### src/rtl/ch_stream_serializer_pkg.sv
// Shared definitions for the narrow-stream serializer/deserializer pair.
// Holds the beat geometry and the transmitter state encoding.
package ch_stream_serializer_pkg;

    localparam int BEAT_W = 4;
    localparam int BEATS  = 4;
    localparam int WORD_W = BEAT_W * BEATS;
    localparam int CNT_W  = $clog2(BEATS);

    typedef enum logic {
        IDLE = 1'b0,
        SEND = 1'b1
    } state_e;

endpackage

### src/rtl/ch_stream_serializer.sv
// Splits one wide word into BEATS narrow beats, LSB first, on a valid/ready output.
// A new word may be taken on the same cycle the last beat leaves, giving gap-free streaming.
module ch_stream_serializer
    import ch_stream_serializer_pkg::*;
(
    input  logic              clk,
    input  logic              reset,
    input  logic              io_in_valid,
    input  logic [WORD_W-1:0] io_in_data,
    output logic              io_in_ready,
    output logic              io_out_valid,
    output logic [BEAT_W-1:0] io_out_data,
    input  logic              io_out_ready,
    output logic              io_busy,
    output logic [CNT_W-1:0]  io_beat_idx
);

    localparam logic [CNT_W-1:0] LAST_BEAT = CNT_W'(BEATS - 1);

    state_e            r_state;
    state_e            w_state_nxt;
    logic [WORD_W-1:0] r_sh;
    logic [WORD_W-1:0] w_sh_nxt;
    logic [CNT_W-1:0]  r_cnt;
    logic [CNT_W-1:0]  w_cnt_nxt;
    logic              w_last;

    assign w_last = (r_state == SEND) && (r_cnt == LAST_BEAT);

    // Output-side ready feeds straight through so the next word can be accepted with the last beat.
    assign io_in_ready  = (r_state == IDLE) | (w_last & io_out_ready);
    assign io_out_valid = (r_state == SEND);
    assign io_busy      = (r_state == SEND);
    assign io_out_data  = r_sh[BEAT_W-1:0];
    assign io_beat_idx  = r_cnt;

    // State, shift register and beat counter; reset drops any word in flight.
    always_ff @(posedge clk) begin
        if (reset) begin
            r_state <= IDLE;
            r_sh    <= {WORD_W{1'b0}};
            r_cnt   <= {CNT_W{1'b0}};
        end else begin
            r_state <= w_state_nxt;
            r_sh    <= w_sh_nxt;
            r_cnt   <= w_cnt_nxt;
        end
    end

    // Next-state logic: load on accept, shift on each beat, reload or go idle after the last beat.
    always_comb begin
        w_state_nxt = r_state;
        w_sh_nxt    = r_sh;
        w_cnt_nxt   = r_cnt;
        case (r_state)
            IDLE: begin
                if (io_in_valid) begin
                    w_state_nxt = SEND;
                    w_sh_nxt    = io_in_data;
                    w_cnt_nxt   = {CNT_W{1'b0}};
                end else begin
                    w_state_nxt = IDLE;
                end
            end
            SEND: begin
                if (!io_out_ready) begin
                    w_state_nxt = SEND;
                end else if (r_cnt != LAST_BEAT) begin
                    w_sh_nxt  = r_sh >> BEAT_W;
                    w_cnt_nxt = r_cnt + 1'b1;
                end else if (io_in_valid) begin
                    w_sh_nxt  = io_in_data;
                    w_cnt_nxt = {CNT_W{1'b0}};
                end else begin
                    w_state_nxt = IDLE;
                    w_sh_nxt    = {WORD_W{1'b0}};
                    w_cnt_nxt   = {CNT_W{1'b0}};
                end
            end
            default: begin
                w_state_nxt = IDLE;
                w_sh_nxt    = {WORD_W{1'b0}};
                w_cnt_nxt   = {CNT_W{1'b0}};
            end
        endcase
    end

endmodule

### config.mk
export PLATFORM = sky130hd
export DESIGN_NAME = ch_stream_serializer
export DESIGN_NICKNAME = d
export VERILOG_FILES = /design/src/rtl/ch_stream_serializer_pkg.sv /design/src/rtl/ch_stream_serializer.sv
export SDC_FILE = /design/constraint.sdc
export NUM_CORES = 1
export LEC_CHECK = 0
export CAP_MARGIN = 40
export CORE_UTILIZATION = 49
export DETAILED_ROUTE_END_ITERATION = 8
export PLACE_DENSITY = 0.82
export SLEW_MARGIN = 0
export SYNTH_ARGS = -nofsm -noshare
export SYNTH_HDL_FRONTEND = slang
export SYNTH_SLANG_ARGS = --single-unit
### constraint.sdc
create_clock -name clk -period 2.7 [get_ports clk]
set_input_delay 0.54 -clock clk [delete_from_list [all_inputs] [get_ports clk]]
set_output_delay 0.54 -clock clk [all_outputs]
set_load 0.005 [all_outputs]
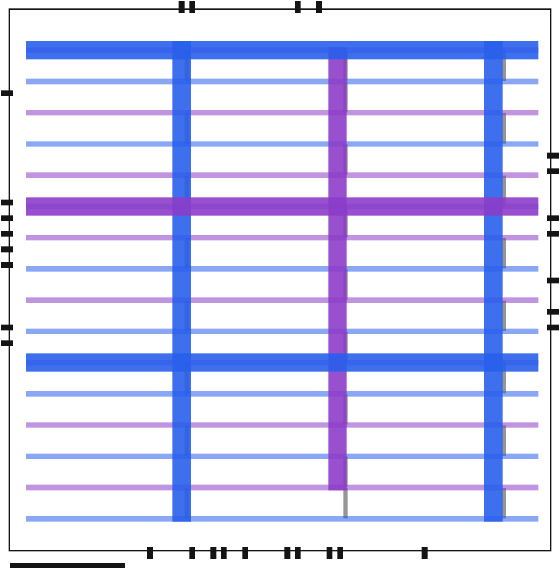
**Above:** run 1 (PDN straps and rails).
Scale bar: 10 um. Pins as bars on the die edge. Tap cells in gray.
[purple] VDD
[blue] VSS
met1 rails: 16
rows: 15
met4 straps: 3
signal pins: 29
die width: 47.0 um
Max VDD drop: 380 uV
Core Box Area: 1820 um^2
Die Y: 47.0 um

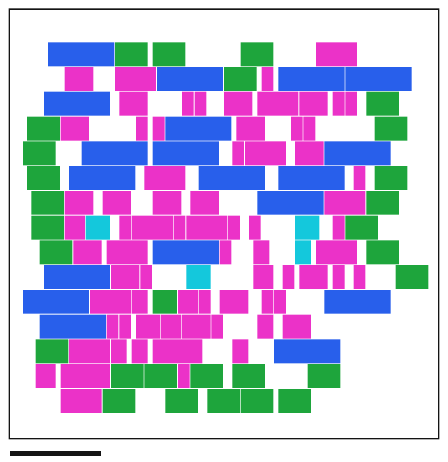
**Above:** run 1 (cells colored by class).
Scale bar: 10 um.
[blue] flops | cells: 19 | share of their area: 31%
[cyan] clock drivers and dummy loads | cells: 4 | share of their area: 2.3%
[green] other buffers and delay cells | cells: 29 | share of their area: 24%
[magenta] all other logic | cells: 72 | share of their area: 43%
flop share of the area: 30.6%
Final Util: 68.2%

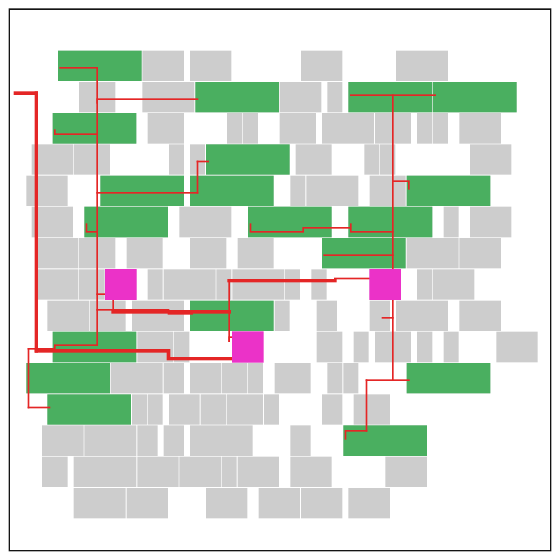
**Above:** run 1 (clock distribution).
[red] clock wires | length: 221 um
[green] flip-flops | count: 19
[magenta] cells driving clock nets | count: 3
routed clock nets: 4
clk_skew: 0.00513 ns
Clock net power: 143 uW

==> run 1: per-stage QoR <==
stage                     std cells  hold WS [ns]
after global routing            149         0.511
after CTS                       149         0.496
after global placement          145         0.464
final                           149         0.497
after floorplan                 103         0.449
after detailed placement        145         0.467
==> run 1: logic make-up after synthesis <==
family	Yosys count
compound gates	20
simple gates	46
fa+ha+maj	2
flops	19
mux	2
buf+inv	14
==> run 1: power by group through the flow <==
stage | Clock, uW | Combinational, uW | Sequential [uW]
5_1_grt | 158 | 140 | 318
4_1_cts | 145 | 128 | 316
6_report | 143 | 127 | 316
3_5_place_dp | 0 | 128 | 322
3_3_place_gp | 0 | 124 | 321
2_1_floorplan | 0 | 81.4 | 319
==> run 1: Yosys cell counts (3+ instances only) <==
library cell,n,area (um^2)
a21oi_1,3,15.0
dfxtp_1,19,380
nor2_1,24,90.1
nand3_1,3,15.0
a22o_1,4,35.0
nor4_2,10,125
buf_6,4,45.0
a221oi_1,11,96.3
buf_2,3,15.0
buf_4,5,37.5
==> run 1: state kept, by name, indices dropped and copies added (netlist names) <==
register	count
r_sh	16
io_beat_idx	2
io_busy	1
==> run 1: path summary, 6_finish.rpt <==
kind | depth (start not counted) | to | slack (ns) | startpoint
max | 4 | io_in_ready | 0.43 | io_out_ready
max reg2reg | 4 | r_sh[4] | 1.11 | io_beat_idx[0]
min | 1 | r_sh[15] | 0.50 | r_sh[15]
min reg2reg | 1 | r_sh[15] | 0.50 | r_sh[15]
==> run 1: metal layers <==
| metal | vias to the layer above | GRT usage (%) |
|---|---|---|
| met5 | - | 0 |
| met4 | 0 | 8.57 |
| met3 | 4 | 5.77 |
| met2 | 25 | 35.0 |
| met1 | 424 | 26.5 |
| li1 | 417 | - |
==> impl_metrics.csv, run 1 <==
group,metric,value,unit
timing,post-route-period-util,84.2,%
cells_and_area,logic_gate_count,70,
synth,mux_share,3.02,%
grt,grt_pass1_vias,768,
cells_and_area,comb_area_share,40.9,%
clocking,cts_buffer_depth,2,
cells_and_area,final_common_cell,"clkdlybuf4s50_1",
cells_and_area,comb_area,508,um^2
clocking,cts_root_buf,"clkbuf_4",
synth,yosys-stat-area,993,um^2
outcome,status,"finished clean",
power,switching_share,26.7,%
worst_setup_path,path_class,"input port to primary output",
clocking,hold_buffers,0,
power,pwr-share-seq,53.9,%
synth,ys_sh_adder,2.52,%
worst_setup_path,cp_top_family,"buffers and inverters",
power,p_clk_share,24.4,%
clocking,h-tree-depth,1,
synth,ff_type,"dfxtp_1",
synth,synthArstFlopShare,0,%
drt,drt_iter0_drc,20,
floorplan,initCoreUtil,54.6,%
drt,wire_per_inst,13.6,um
timing,finalSetupViolCount,0,
flow_run,warning_count,27,
synth,synth-simple-area-share,29.2,%
cells_and_area,buffers,29,
grt,grt.total_usage,21.3,%
synth,edf_count,0,
clocking,clkSlewWorstSetupHoldPaths,0.11,ns
synth,postSynthCellCount,103,
placement,dp_slack,0.419,ns
synth,synth_area_per_cell,9.65,um^2
cells_and_area,drive_above_1_share,17.7,%
synth,xor_share,0,%
cells_and_area,nClkBuffers,3,
grt,grt_max_degree,15,
placement,portBuffers,28,
cells_and_area,final_area,1240,um^2
power,p_sw,157,uW
cells_and_area,clock_cell_area_share,2.22,%
synth,synth_cell_type_count,22,
synth,synthAoiAreaFrac,16.4,%
clocking,cts.sinks,19,
timing,hold_viol,0,
synth,yosysSeqAreaShare,38.3,%
grt,grt.overflow.total,0,
power,pwr-share-comb,21.7,%
power,finalPower,586,uW
## Run 2: what changed since run 1
CORE_UTILIZATION = 41   (was 49)
PLACE_DENSITY = 0.74   (was 0.82)
clock period = 1.9 ns   (was 2.7 ns; I/O delays follow)
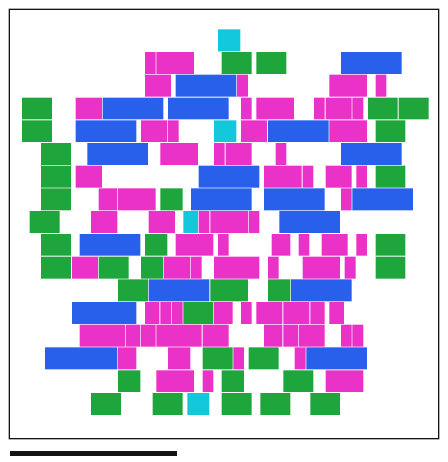
**Above:** run 2 (cells colored by class).
Scale bar: 20 um.
Final Util: 57.4%
Final Cell Area: 1290 um^2
flop share of the area: 29.8%

==> impl_metrics.csv, run 2 <==
group,metric,value,unit
timing,finalSetupViolCount,0,
timing,worst_hold_slack,0.499,ns
drt,drt_iter0_drc,12,
synth,edf_count,0,
timing,hold_viol,0,
grt,grt_max_degree,15,
synth,synth_area_per_cell,9.65,um^2
floorplan,core_area,2250,um^2
synth,yosys-stat-area,993,um^2
floorplan,die_w,51.2,um
power,p_clk_share,25.6,%
cells_and_area,largest_register_ff_count,16,
synth,synth_cell_type_count,22,
cells_and_area,drive_above_1_share,23.3,%
synth,ff_type,"dfxtp_1",
cells_and_area,regMostFlops,"r_sh",
cells_and_area,comb_area,510,um^2
clocking,cts_root_buf,"clkbuf_4",
timing,fin_skew,0.000889,ns
grt,grt_pass1_vias,848,
floorplan,die_h,51.2,um
grt,grt.total_usage,18.7,%
cells_and_area,final_common_cell,"clkdlybuf4s50_1",
placement,portBuffers,28,
synth,top_cell,"nor2_1",
power,pwr-share-seq,52.6,%
synth,synthArstFlopShare,0,%
outcome,status,"finished clean",
synth,top_cells_by_area,"dfxtp_1, nor4_2, a221oi_1",
flow_run,warning_count,27,
worst_setup_path,cp_top_family,"buffers and inverters",
power,switching_share,27.9,%
synth,postSynthCellCount,103,
power,finalPower,852,uW
drt,wire_per_inst,14.0,um
clocking,cts.sinks,19,
power,peakVddDrop,408,uV
synth,top_cells_by_count,"nor2_1, dfxtp_1, a221oi_1",
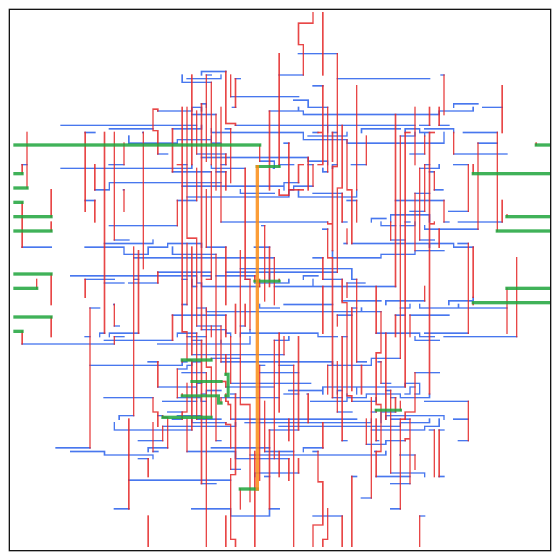
**Above:** run 2 (wiring by layer).
[blue] met1 | wire length: 944 um
[green] met3 | wire length: 95.6 um
[orange] met4 | wire length: 30.6 um
[red] met2 | wire length: 1,120 um
Routed WL: 2.19 mm
via count: 877

run 2: layer usage:
metal | vias up | share of wire, % | GRT usage, %
met2 | 32 | 51 | 34.6
li1 | 428 | - | -
met3 | 2 | 4.3 | 2.68
met4 | 0 | 1.4 | 9.01
met1 | 415 | 43 | 20.5
met5 | - | 0 | 0
run 2: power by group through the flow:
stage          registers, uW  logic, uW  clock network, uW
2_1_floorplan            454        116                  0
3_3_place_gp             457        180                  0
3_5_place_dp             459        185                  0
4_1_cts                  448        189                227
5_1_grt                  452        204                236
6_report                 448        186                218
run 2: layout make-up:
cell class                 instances  share of cell area, %
sequential                        19                   29.8
multi-input combinational         70                   39.5
inverter                           2                  0.580
clock buffer                       3                   1.74
timing repair buffer              34                   25.3
clock inverter                     1                  0.387
tap                               28                   2.71
run 2: kinds of logic after synthesis:
kind of cell	after synthesis	share of synthesized area (%)
and+or+nand+nor	46	29.2
AOI/OAI and AO/OA	20	16.4
adders and majority gates	2	2.52
DFF	19	38.3
buffers and inverters	14	10.6
muxes	2	3.02
run 2: path summary, 6_finish.rpt:
check	start	to	slack, ns	cells past startpoint
setup / recovery	io_busy	io_out_valid	0.15	1
hold reg to reg	r_sh[15]	r_sh[15]	0.50	1
hold / removal	r_sh[15]	r_sh[15]	0.50	1
setup reg to reg	io_beat_idx[0]	r_sh[10]	0.49	5
run 2: what timing repair did:
| action | CTS | global route |
|---|---|---|
| hold buffers | 0 | 0 |
| endpoints found under the setup margin | 1 | 1 |
| setup buffers | 2 | 0 |
| resized | 4 | 1 |
run 2: metrics by stage:
step	cells	worst slack [ns]
final	157	0.146
after global placement	151	0.0676
after floorplan	103	0.548
after global routing	157	0.117
after CTS	157	0.00634
after detailed placement	151	0.0155
Power is estimated from default activity; no workload was simulated.
